### src/rtl/alu_scheduler.sv
// Round-robin scheduler sharing one combinational ALU between two requesters.
// Latency L+2 cycles (L = MUL_CYCLES or OTHER_CYCLES); one op in flight, stalls requests until its response is taken.
module alu_scheduler #(
  parameter int MUL_CYCLES   = 4,
  parameter int OTHER_CYCLES = 1
) (
  input  logic        clk,
  input  logic        rst_n,
  input  logic        req0_valid,
  output logic        req0_ready,
  input  logic [31:0] req0_a,
  input  logic [31:0] req0_b,
  input  logic [4:0]  req0_op,
  input  logic        req1_valid,
  output logic        req1_ready,
  input  logic [31:0] req1_a,
  input  logic [31:0] req1_b,
  input  logic [4:0]  req1_op,
  output logic        rsp0_valid,
  input  logic        rsp0_ready,
  output logic        rsp1_valid,
  input  logic        rsp1_ready,
  output logic [31:0] rsp_data,
  output logic [31:0] alu_a,
  output logic [31:0] alu_b,
  output logic        alu_isSub,
  output logic [1:0]  alu_ctrl,
  output logic [1:0]  alu_cmp_ctrl,
  input  logic [31:0] alu_result,
  output logic        busy
);

  localparam int MAX_CYCLES = (MUL_CYCLES > OTHER_CYCLES) ? MUL_CYCLES : OTHER_CYCLES;
  localparam int CW = (MAX_CYCLES > 1) ? $clog2(MAX_CYCLES) : 1;
  localparam logic [CW-1:0] MUL_LOAD   = CW'(MUL_CYCLES - 1);
  localparam logic [CW-1:0] OTHER_LOAD = CW'(OTHER_CYCLES - 1);

  typedef enum logic [1:0] {IDLE, EXEC, RESP} state_t;

  state_t        state, state_nxt;
  logic          gnt;
  logic          last_gnt;
  logic          owner;
  logic [CW-1:0] cnt;
  logic          req_hs;
  logic          rsp_hs;
  logic [31:0]   sel_a, sel_b;
  logic [4:0]    sel_op;

  // When both ports contend, the one not served last wins.
  always_comb begin
    gnt = 1'b0;
    if (req0_valid && req1_valid) gnt = ~last_gnt;
    else if (req1_valid)          gnt = 1'b1;
  end

  assign req0_ready = (state == IDLE) && !gnt && req0_valid;
  assign req1_ready = (state == IDLE) &&  gnt && req1_valid;
  assign req_hs     = (req0_valid && req0_ready) || (req1_valid && req1_ready);
  assign rsp_hs     = (state == RESP) && (owner ? rsp1_ready : rsp0_ready);

  assign sel_a  = gnt ? req1_a  : req0_a;
  assign sel_b  = gnt ? req1_b  : req0_b;
  assign sel_op = gnt ? req1_op : req0_op;

  assign rsp0_valid = (state == RESP) && !owner;
  assign rsp1_valid = (state == RESP) &&  owner;
  assign busy       = (state != IDLE);

  always_ff @(posedge clk or negedge rst_n) begin
    if (!rst_n) state <= IDLE;
    else        state <= state_nxt;
  end

  always_comb begin
    state_nxt = state;
    case (state)
      IDLE:    if (req_hs)      state_nxt = EXEC;
      EXEC:    if (cnt == '0)   state_nxt = RESP;
      RESP:    if (rsp_hs)      state_nxt = IDLE;
      default:                  state_nxt = IDLE;
    endcase
  end

  always_ff @(posedge clk or negedge rst_n) begin
    if (!rst_n) begin
      cnt          <= '0;
      owner        <= 1'b0;
      last_gnt     <= 1'b1;
      rsp_data     <= '0;
      alu_a        <= '0;
      alu_b        <= '0;
      alu_isSub    <= 1'b0;
      alu_ctrl     <= 2'b00;
      alu_cmp_ctrl <= 2'b00;
    end else begin
      if (req_hs) begin
        alu_a        <= sel_a;
        alu_b        <= sel_b;
        alu_ctrl     <= sel_op[4:3];
        alu_isSub    <= sel_op[2];
        alu_cmp_ctrl <= sel_op[1:0];
        owner        <= gnt;
        last_gnt     <= gnt;
        cnt          <= (sel_op[4:3] == 2'b11) ? MUL_LOAD : OTHER_LOAD;
      end
      if (state == EXEC) begin
        if (cnt != '0) cnt      <= cnt - CW'(1);
        else           rsp_data <= alu_result;
      end
    end
  end

endmodule

### config.mk
export PLATFORM = sky130hd
export DESIGN_NAME = alu_scheduler
export DESIGN_NICKNAME = d
export VERILOG_FILES = /design/src/rtl/alu_scheduler.sv
export SDC_FILE = /design/constraint.sdc
export NUM_CORES = 1
export LEC_CHECK = 0
export CORE_MARGIN = 2
export CORE_UTILIZATION = 34
export CTS_CLUSTER_DIAMETER = 200
export DETAILED_ROUTE_END_ITERATION = 8
export HOLD_SLACK_MARGIN = 0.15
export PLACE_DENSITY = 0.83
export SLEW_MARGIN = 15
export SYNTH_ARGS = -nofsm -noshare
export SYNTH_HDL_FRONTEND = slang
export SYNTH_SLANG_ARGS = --single-unit
### constraint.sdc
create_clock -name clk -period 1.5 [get_ports clk]
set_input_delay 0.3 -clock clk [delete_from_list [all_inputs] [get_ports clk]]
set_output_delay 0.3 -clock clk [all_outputs]
set_load 0.03 [all_outputs]
clock_nets.png
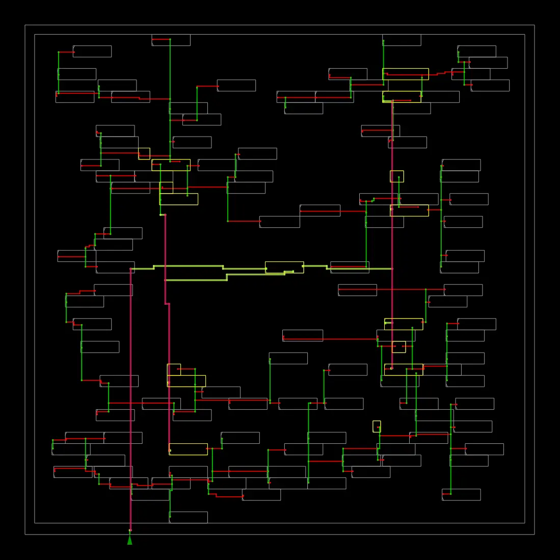
Worst Clk Skew: 7.111 ps
Sink Count: 107

util_map.png
(3 px per um) 12 x 12 tiles, from white (low) to dark blue (high), 0 to 100% covered.
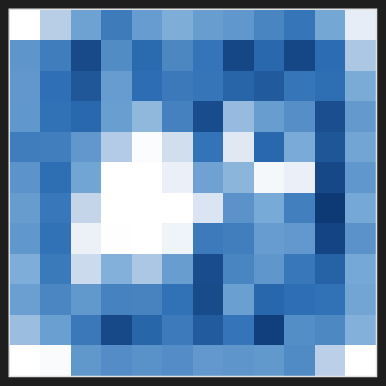
18% of the tiles are over 75% full. The fullest tile reaches 96%. The mean over all tiles is 55%. 7.6% of the tiles are nearly empty. The emptiest ninth of the die: middle.
fin util: 0.6169
FP Core Util: 0.3446
Core Area: 13720 sq um

==> path summary, 6_finish.rpt <==
kind / from / end / cells past startpoint
min: req1_valid / last_gnt / 4
max reg2reg: state[1] / rsp_data[5] / 6
max in group asynchronous: rst_n / owner / 3
min reg2reg: alu_a[17] / alu_a[17] / 2
min in group asynchronous: rst_n / rsp_data[20] / 3
max: last_gnt / req0_ready / 4
==> sequential cells by signal (all words and copies together) (netlist names) <==
| name | flops |
|---|---|
| alu_b | 32 |
| alu_ctrl | 2 |
| rsp_data | 32 |
| last_gnt | 1 |
| alu_cmp_ctrl | 2 |
| alu_isSub | 1 |
| state | 2 |
| alu_a | 32 |
| cnt | 2 |
| owner | 1 |
==> power by group through the flow <==
stage,logic (W),clock network (W),registers [W]
2_1_floorplan,0.00274,0,0.00783
3_5_place_dp,0.00988,0,0.00522
6_report,0.00965,0.00238,0.00511
5_1_grt,0.0103,0.00256,0.00532
4_1_cts,0.00926,0.00245,0.00511
3_3_place_gp,0.00967,0,0.00514
==> worst min-delay path, delay by kind of cell <==
family,cells,cell delay (ps)
simple gates,1,50
buf+inv,2,290
compound gates,1,70
==> routing by layer <==
metal	global-route usage	vias to the layer above	wire (um)
met5	0	-	0
met4	0.08693	0	451
met3	0.04401	35	995
met2	0.3527	182	7752
met1	0.2004	2018	5240
li1	-	2027	-
==> cells in the mapped netlist <==
cell | instances | share of area
clkbuf_2 | 1 | 0.0011
clkbuf_1 | 5 | 0.0040
nand2b_4 | 1 | 0.0029
nor2_1 | 3 | 0.0024
nand2_1 | 75 | 0.060
and2_1 | 1 | 0.0013
mux2_2 | 31 | 0.074
a21boi_1 | 1 | 0.0016
o21ai_0 | 63 | 0.067
o21a_1 | 1 | 0.0016
a21oi_1 | 1 | 0.0011
buf_4 | 1 | 0.0016
dfrtp_1 | 106 | 0.56
buf_2 | 9 | 0.0095
dfstp_2 | 1 | 0.0056
o211ai_1 | 1 | 0.0016
nor3_4 | 1 | 0.0034
buf_6 | 10 | 0.024
mux2_1 | 2 | 0.0048
o21ai_2 | 1 | 0.0019
nand2b_1 | 1 | 0.0013
a2bb2oi_1 | 1 | 0.0019
mux2i_1 | 70 | 0.15
o21bai_1 | 1 | 0.0016
inv_1 | 3 | 0.0024
a21o_1 | 1 | 0.0016
nor2_4 | 1 | 0.0024
o21ai_1 | 11 | 0.012
==> stage by stage <==
step           TNS [ps]  instance area, sq um  worst slack (ps)  utilization  cells
3_5_place_dp     -23180                  7934            -419.5       0.5783    869
3_3_place_gp     -18030                  7934            -356.9       0.5783    869
5_1_grt           -5913                  8463            -194.6       0.6169    902
2_1_floorplan         0                  4731             22.78            -    404
6_report          -2929                  8463            -145.3       0.6169    902
4_1_cts           -2796                  8303            -184.8       0.6052    895
==> logic make-up after synthesis <==
family / count (synthesis) / synth area share
buffers and inverters: 29 / 0.04234
DFF: 107 / 0.5666
and+or+nand+nor: 83 / 0.07330
AOI/OAI and AO/OA: 82 / 0.09103
muxes: 103 / 0.2268
==> repair_timing <==
action                                  in CTS  in global routing
endpoints found under the hold margin      106                  0
pin swaps                                    1                  4
hold buffers                                 1                  0
gates cloned                                 2                  4
resized                                    121                 30
setup buffers                                7                  3
endpoints found under the setup margin     114                103
==> results.json <==
{
  "via_per_inst": 4.725,
  "gp_congestion": 0.7823,
  "netlist_area_sq_um": 4728,
  "clock_buffers": 9,
  "start_kind": "flip-flop",
  "warnings": 30,
  "logic_gates": 268,
  "num_antenna_cells": 0,
  "hold_path.class": "in2reg",
  "sh_comb_area": 0.2294,
  "relSlewSlack": 0.6198,
  "worstPathRequired_ps": 1200,
  "nNonClkBuffers": 328,
  "dieHeight_um": 121.9,
  "drcViolationCount": 0,
  "ys_ff": 107,
  "worst_pin_slew_ps": 570.3,
  "clkPwrFrac": 0.139,
  "failed_checks": "setup timing",
  "hold_viol_final": 0,
  "p_sw_frac": 0.4314,
  "clkTransAtPathRegs_ps": 70,
  "powerDensity_nw_per_um2": 2025,
  "port_buffers": 281,
  "setup_viol": 41,
  "ant_nets": 0,
  "register_area_sq_um": 2681,
  "cts_tree": "yes",
  "drt_wl_total_um": 14440,
  "final_common_cell": "clkdlybuf4s50_1",
  "cts-root-buf": "clkbuf_16",
  "outcome": "finished with violations",
  "ys_seq_share": 0.5666,
  "timing.hold.ws_ps": 384.4,
  "num_rows": 43,
  "cts.htree.levels": 3,
  "clockNetworkAreaShare": 0.03578,
  "syn2layout_area_growth_pct": 78.99,
  "biggestCellCategory": "buffers",
  "fp_nets": 580,
  "cts_buffer_depth": 2,
  "nNonClkInverters": 3,
  "nNetsFinal": 893,
  "well_tap_count": 180,
  "fin_ws_ps": -145.3,
  "pwr-share-comb": 0.563,
  "clk_latency_ps": 340,
  "internal_power_w": 0.009744,
  "nFlopsAndLatches": 107,
  "p_leak_nw": 3.897,
  "drive_gt1_frac": 0.1648,
  "slowest_delay_ps": 570,
  "worstPathArrival_ps": 1350,
  "syn_inst": 404,
  "critPathMaxFanout": 4,
  "ys_cells": 404,
  "grt_pass1_vias": 4505,
  "cp_slowest_cell": "dfstp_2",
  "endpoint_kind": "output pin",
  "die_w_um": 121.9,
  "period_needed_ps": 1645,
  "power_switching_w": 0.007392,
  "seq_share": 0.3168,
  "path_buffers": 2,
  "path_cells": "a21boi_4 -> buf_6 -> nor2_4 -> buf_6",
  "yosys_area_sq_um": 4728,
  "dr.pass1.iters": 4,
  "drv_slew": 0,
  "crit_family": "flip-flops",
  "hpwl_um": 10660,
  "io_pins": 282,
  "drt-initial-drc-count": 154,
  "max_cap_violations": 0,
  "dieArea_sq_um": 14870,
  "vdd_ir_drop_max_mv": 1.031,
  "final_cell_mix": "173 x clkdlybuf4s50_1, 104 x dfrtp_1, 101 x dlygate4sd2_1, 74 x nand2_1, 67 x mux2i_1",
  "grt_first_pass_wirelength_um": 21840,
  "ff2ff_setup_slack_ps": -110,
  "p_total_w": 0.01714,
  "cp_common_cell": "buf_6",
  "vias": 4262,
  "grt.total_usage": 0.1890,
  "fillerInstances": 1138,
  "layout.nonclk_buf_frac": 0.3900,
  "path_class": "reg2out",
  "p_seq_frac": 0.298,
  "wl_per_cell_um": 16.01,
  "grt_setup_unrepaired": "true",
  "numCtsBuffers": 9,
  "fmax_mhz": 607.8,
  "antenna_found_initial": 0,
  "ys_types": 28,
  "min_period_over_period": 1.097
}
No activity file was given, so power comes from the tool's default toggle rates.
